`src/rtl/decision_scan_ctrl.sv`:
```
// Picks the lowest-index free variable by scanning a snapshot of the value vector CHUNK vars per cycle.
// Latency: free var in chunk k -> done_o k+2 cycles after start; start ignored while busy; bkt_valid_i aborts.
module decision_scan_ctrl #(
    parameter int NUM_VARS      = 24,
    parameter int CHUNK         = 8,
    parameter int LEVEL_W       = 16,
    parameter int DEFAULT_PHASE = 0,
    localparam int IDX_W        = $clog2(NUM_VARS)
) (
    input  logic                  clk,
    input  logic                  rst,
    input  logic                  start_i,
    input  logic [NUM_VARS*3-1:0] vars_value_i,
    input  logic                  phase_save_i,
    input  logic                  bkt_valid_i,
    input  logic [LEVEL_W-1:0]    bkt_level_i,
    output logic [NUM_VARS-1:0]   dec_onehot_o,
    output logic [IDX_W-1:0]      dec_idx_o,
    output logic                  dec_phase_o,
    output logic                  done_o,
    output logic                  all_assigned_o,
    output logic                  busy_o,
    output logic [LEVEL_W-1:0]    cur_level_o,
    output logic                  level_ovf_o
);
    localparam int NUM_CHUNKS = NUM_VARS / CHUNK;
    localparam int PTR_W      = (NUM_CHUNKS > 1) ? $clog2(NUM_CHUNKS) : 1;
    localparam logic [LEVEL_W-1:0] LEVEL_MAX = '1;
    localparam logic [PTR_W-1:0]   LAST_PTR  = PTR_W'(NUM_CHUNKS - 1);

    typedef enum logic [1:0] {IDLE, SCAN, DONE} state_t;

    state_t                  state;
    logic [PTR_W-1:0]        ptr;
    logic [2*NUM_VARS-1:0]   snap;
    logic [NUM_VARS-1:0]     phase_q;
    logic [2*NUM_VARS-1:0]   val2;
    logic [NUM_VARS-1:0]     lsb_ignored;
    logic                    unused_lsb;
    logic                    hit;
    logic [IDX_W-1:0]        hit_idx;

    // Only the two status bits of each 3-bit word carry meaning.
    always_comb begin
        val2        = '0;
        lsb_ignored = '0;
        for (int i = 0; i < NUM_VARS; i++) begin
            val2[2*i +: 2] = vars_value_i[3*i+1 +: 2];
            lsb_ignored[i] = vars_value_i[3*i];
        end
    end

    assign unused_lsb = ^lsb_ignored;

    // Downward loop so the lowest free index in the chunk wins.
    always_comb begin
        hit     = 1'b0;
        hit_idx = '0;
        for (int j = CHUNK - 1; j >= 0; j--) begin
            if (snap[2*(int'(ptr)*CHUNK + j) +: 2] == 2'b00) begin
                hit     = 1'b1;
                hit_idx = IDX_W'(int'(ptr)*CHUNK + j);
            end
        end
    end

    always_ff @(posedge clk) begin
        if (rst) begin
            state          <= IDLE;
            ptr            <= '0;
            snap           <= '0;
            phase_q        <= {NUM_VARS{1'(DEFAULT_PHASE)}};
            dec_onehot_o   <= '0;
            dec_idx_o      <= '0;
            dec_phase_o    <= 1'b0;
            done_o         <= 1'b0;
            all_assigned_o <= 1'b0;
            busy_o         <= 1'b0;
            cur_level_o    <= '0;
            level_ovf_o    <= 1'b0;
        end else begin
            done_o <= 1'b0;

            if (phase_save_i) begin
                for (int i = 0; i < NUM_VARS; i++) begin
                    if (val2[2*i +: 2] == 2'b01) phase_q[i] <= 1'b0;
                    else if (val2[2*i +: 2] == 2'b10) phase_q[i] <= 1'b1;
                end
            end

            if (bkt_valid_i) begin
                cur_level_o <= bkt_level_i;
                level_ovf_o <= 1'b0;
            end

            case (state)
                IDLE: begin
                    if (start_i && !bkt_valid_i) begin
                        state          <= SCAN;
                        busy_o         <= 1'b1;
                        snap           <= val2;
                        ptr            <= '0;
                        dec_onehot_o   <= '0;
                        dec_idx_o      <= '0;
                        dec_phase_o    <= 1'b0;
                        all_assigned_o <= 1'b0;
                    end
                end
                SCAN: begin
                    if (bkt_valid_i) begin
                        state          <= IDLE;
                        busy_o         <= 1'b0;
                        dec_onehot_o   <= '0;
                        dec_idx_o      <= '0;
                        dec_phase_o    <= 1'b0;
                        all_assigned_o <= 1'b0;
                    end else if (hit) begin
                        state        <= DONE;
                        busy_o       <= 1'b0;
                        done_o       <= 1'b1;
                        dec_onehot_o <= NUM_VARS'(1) << hit_idx;
                        dec_idx_o    <= hit_idx;
                        dec_phase_o  <= phase_q[hit_idx];
                        if (cur_level_o == LEVEL_MAX) level_ovf_o <= 1'b1;
                        else cur_level_o <= cur_level_o + 1'b1;
                    end else if (ptr == LAST_PTR) begin
                        state          <= DONE;
                        busy_o         <= 1'b0;
                        done_o         <= 1'b1;
                        all_assigned_o <= 1'b1;
                        dec_onehot_o   <= '0;
                    end else begin
                        ptr <= ptr + 1'b1;
                    end
                end
                DONE:    state <= IDLE;
                default: state <= IDLE;
            endcase
        end
    end
endmodule

```
`config.mk`:
```
export PLATFORM = sky130hd
export DESIGN_NAME = decision_scan_ctrl
export DESIGN_NICKNAME = d
export VERILOG_FILES = /design/src/rtl/decision_scan_ctrl.sv
export SDC_FILE = /design/constraint.sdc
export NUM_CORES = 1
export LEC_CHECK = 0
export CAP_MARGIN = 15
export CORE_MARGIN = 4
export CORE_UTILIZATION = 45
export CTS_CLUSTER_SIZE = 10
export DETAILED_ROUTE_END_ITERATION = 6
export PLACE_DENSITY = 0.76
export RECOVER_POWER = 100
export SYNTH_ARGS = -nofsm -noshare
export SYNTH_HDL_FRONTEND = slang
export SYNTH_SLANG_ARGS = --single-unit
```
`constraint.sdc`:
```
create_clock -name clk -period 2.35 [get_ports clk]
set_input_delay 0.47 -clock clk [delete_from_list [all_inputs] [get_ports clk]]
set_output_delay 0.47 -clock clk [all_outputs]
set_load 0.03 [all_outputs]
```
==> GITHUB_STEP_SUMMARY <==
## PnR job results

| Metric | Value |
|---|---|
| R2R Setup Slk | -0.14 ns |
| # diodes | 0 |
| Top Usage Layer GRT | met2 |
| Max Freq | 401 MHz |
| Worst slew pin tran | 1.00 ns |
| Adder Area Share | 0.0535 |
| Hold Vio Cnt, Final | 0 |
| Initial core utilization | 0.460 |
| Clock network area share | 0.0709 |
| Slowest CP cell | o311a_1 |
| Worst setup EP type | register |
| Iteration tally of the first detailed-router pass | 5 |
| Initial antenna violation count | 0 |
| Crit-path cells | buf_12 > nor4_2 > buf_4 > a21oi_1 > nand3_2 > buf_4 > a21oi_1 > nor2_1 > buf_4 > o311a_1 > o31ai_1 |
| Hold path cells | 2 |
| Syn Area/Cell | 8.04 sq um |
| HP Start | snap[21]$_SDFFE_PP0P_ |
| Critical path class | register to register |
| Clk Latency, worst-skew pair | 0.42 ns |
| Static leakage | 3.57 nW |
| Max incr delay on CP | 0.37 ns |
| Die Area | 0.0154 sq mm |
| Routed wl met2 | 8700 um |
| Setup crit end | dec_phase_o$_SDFFE_PP0P_ |
| Setup Fix Bufs, Post-CTS | 1 |
| Hold Path Sink | snap[21]$_SDFFE_PP0P_ |
| TNS Setup | -0.436 ns |
| Yosys reg bits | 126 |
| Inverter count | 31 |
| Worst VDD drop | 0.000435 V |
| Comb/total area | 0.393 |
| Logic cell area | 0.00343 sq mm |
| Global-route met3 utilization | 0.0570 |
| Global routing usage on met1 | 0.282 |
| Rows | 42 |
| WP data required | 2.68 ns |
| Worst R2R End | dec_phase_o$_SDFFE_PP0P_ |
| Cell count of the worst reg-to-reg path | 11 |
| Failing checks | negative setup slack |
| Top-area cell share | 0.414 |
| Hpwl dp | 13,000 um |
| Power per cell area | 666 mW/mm^2 |
| Core area | 0.0132 sq mm |
| CTS Sinks | 126 |
| Die W | 124 um |
| Die outline height | 124 um |
| M1 WL | 7830 um |
| Clock Path Buffers | 2 |
| Syn_nets | 876 |
| Drt drc | 0 |
| Dominant cells by area after synthesis | dfxtp_1 41%, nand2_1 7.8%, nor2_1 5.9% |
| Finished Layout Cells | 1,117 |
| Post_cts resized | 21 |
| Final Power | 5.81 mW |
| Final setup viols | 13 |
| Unique cell types | 64 |
| Hold_ws | 0.455 ns |
| Placed cells | 1,082 |
| Ys flop type | dfxtp_1 |
| Number of global-route vias before repair | 5,913 |
| Pins Over Slew Limit | 0 |
| Final wirelength | 18,100 um |
| Max cap viols | 0 |
| First-pass GRT wire length | 29,000 um |
| CTS clock-pin slew for the worst setup and hold paths | 0.05 ns |
| Flop share of the area | 0.290 |
| Most numerous logic cells after layout | 124 x nand2_1, 122 x dfxtp_1, 93 x nor2_1 |
| Layout cells sized above 1 | 0.166 |
| Pre-CTS setup slack | -0.149 ns |
| Final worst setup slack | -0.143 ns |
| GRT Resource Usage Total | 0.228 |
| CP max FO | 21 |
| Iter 0 DRT Violations | 625 |
| Run status | finished, violations left |
| I/O Pins | 143 |
| Worst Setup SP | ptr[0]$_SDFFE_PP0P_ |
| Mi-comb count | 558 |
| Fill count | 1,105 |
| Tcrit/Tclk final | 1.06 |
| R2r startpoint | ptr[0]$_SDFFE_PP0P_ |
| Cell taking the most area after synthesis | dfxtp_1 |
| Seq/Total Area, Yosys | 0.414 |
| Top post-synthesis cells by count | 126 x dfxtp_1, 126 x nand2_1, 95 x nor2_1, 68 x a21oi_1, 31 x a22oi_1 |
| Comb area leader | simple AND/OR/NAND/NOR gates |
| Final Instance Area | 0.00872 sq mm |
| Register area | 0.00253 sq mm |
| WL met3 | 1130 um |
| DR WL/cell | 16.2 um |
| Xor/xnor share of the synthesized area | 0 |
| Tap Cells | 176 |
| Synth-to-layout area growth | 43.2% |
| Mux share | 0.0169 |
## power breakdown
group	switching (mW)	total, mW	internal [mW]	leakage, nW
Sequential	0.0793	2.31	2.23	1.03
Combinational	0.416	0.779	0.363	2.23
Clock	0.892	2.71	1.82	0.301
Total	1.39	5.81	4.42	3.57
## worst max-delay path: cells and delay by family, from the launching register on
kind / cells / cell delay (ns)
and+or+nand+nor: 3 / 0.34
buffers and inverters: 4 / 0.66
DFF: 1 / 0.34
AOI/OAI and AO/OA: 4 / 1.06
## flip-flops by register name, summed over array words and instances (netlist names), 2 cells and up
name and flops:
phase_q 24, snap 48, dec_idx_o 5, dec_onehot_o 24, state 2, ptr 2
cur_level_o 16
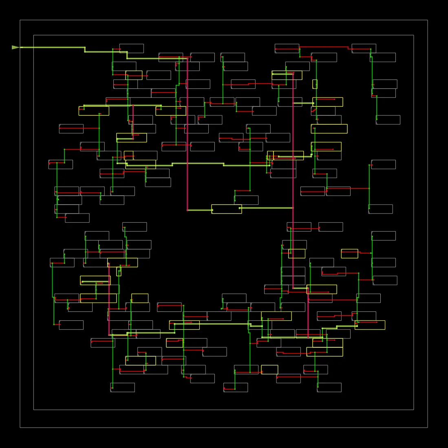
*The clock network*
P_clk: 2.71 mW
Num CTS Buffers: 17
Worst Clk Skew: 0.00741 ns
Layout clock buffers: 25
Seq cells: 126

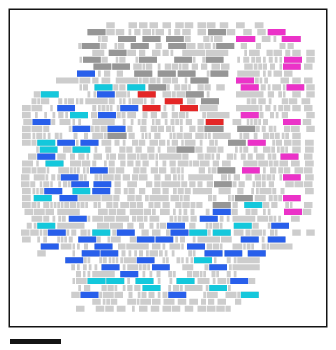
*Register map, names as in the netlist*
The bar under the picture is 20 um long.
[`dec_idx_o`] red | placed flops: 5
[`phase_q`] cyan | placed flops: 24
[`cur_level_o`] magenta | placed flops: 16
[`snap`] blue | placed flops: 48

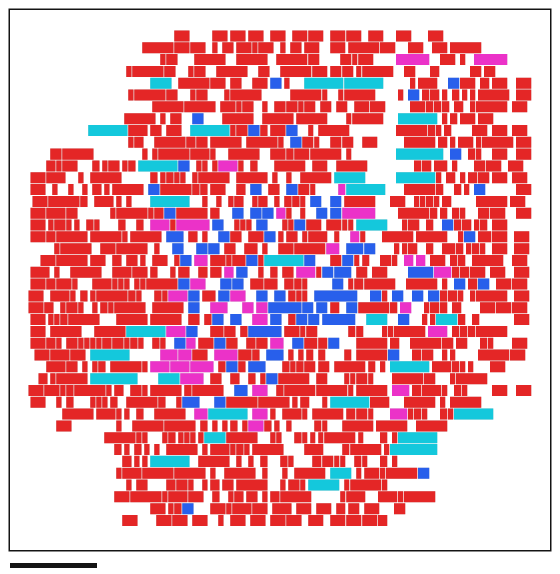
*Cell sizes after repair*
The bar under the picture is 20 um long.
[drive 1 or less] red | cells: 785 | share: 83%
[drive 3 to 4] blue | cells: 85 | share: 9.0%
[drive 2] magenta | cells: 41 | share: 4.4%
[drive 6 and up] cyan | cells: 30 | share: 3.2%

Power and IR drop assume default switching activity.
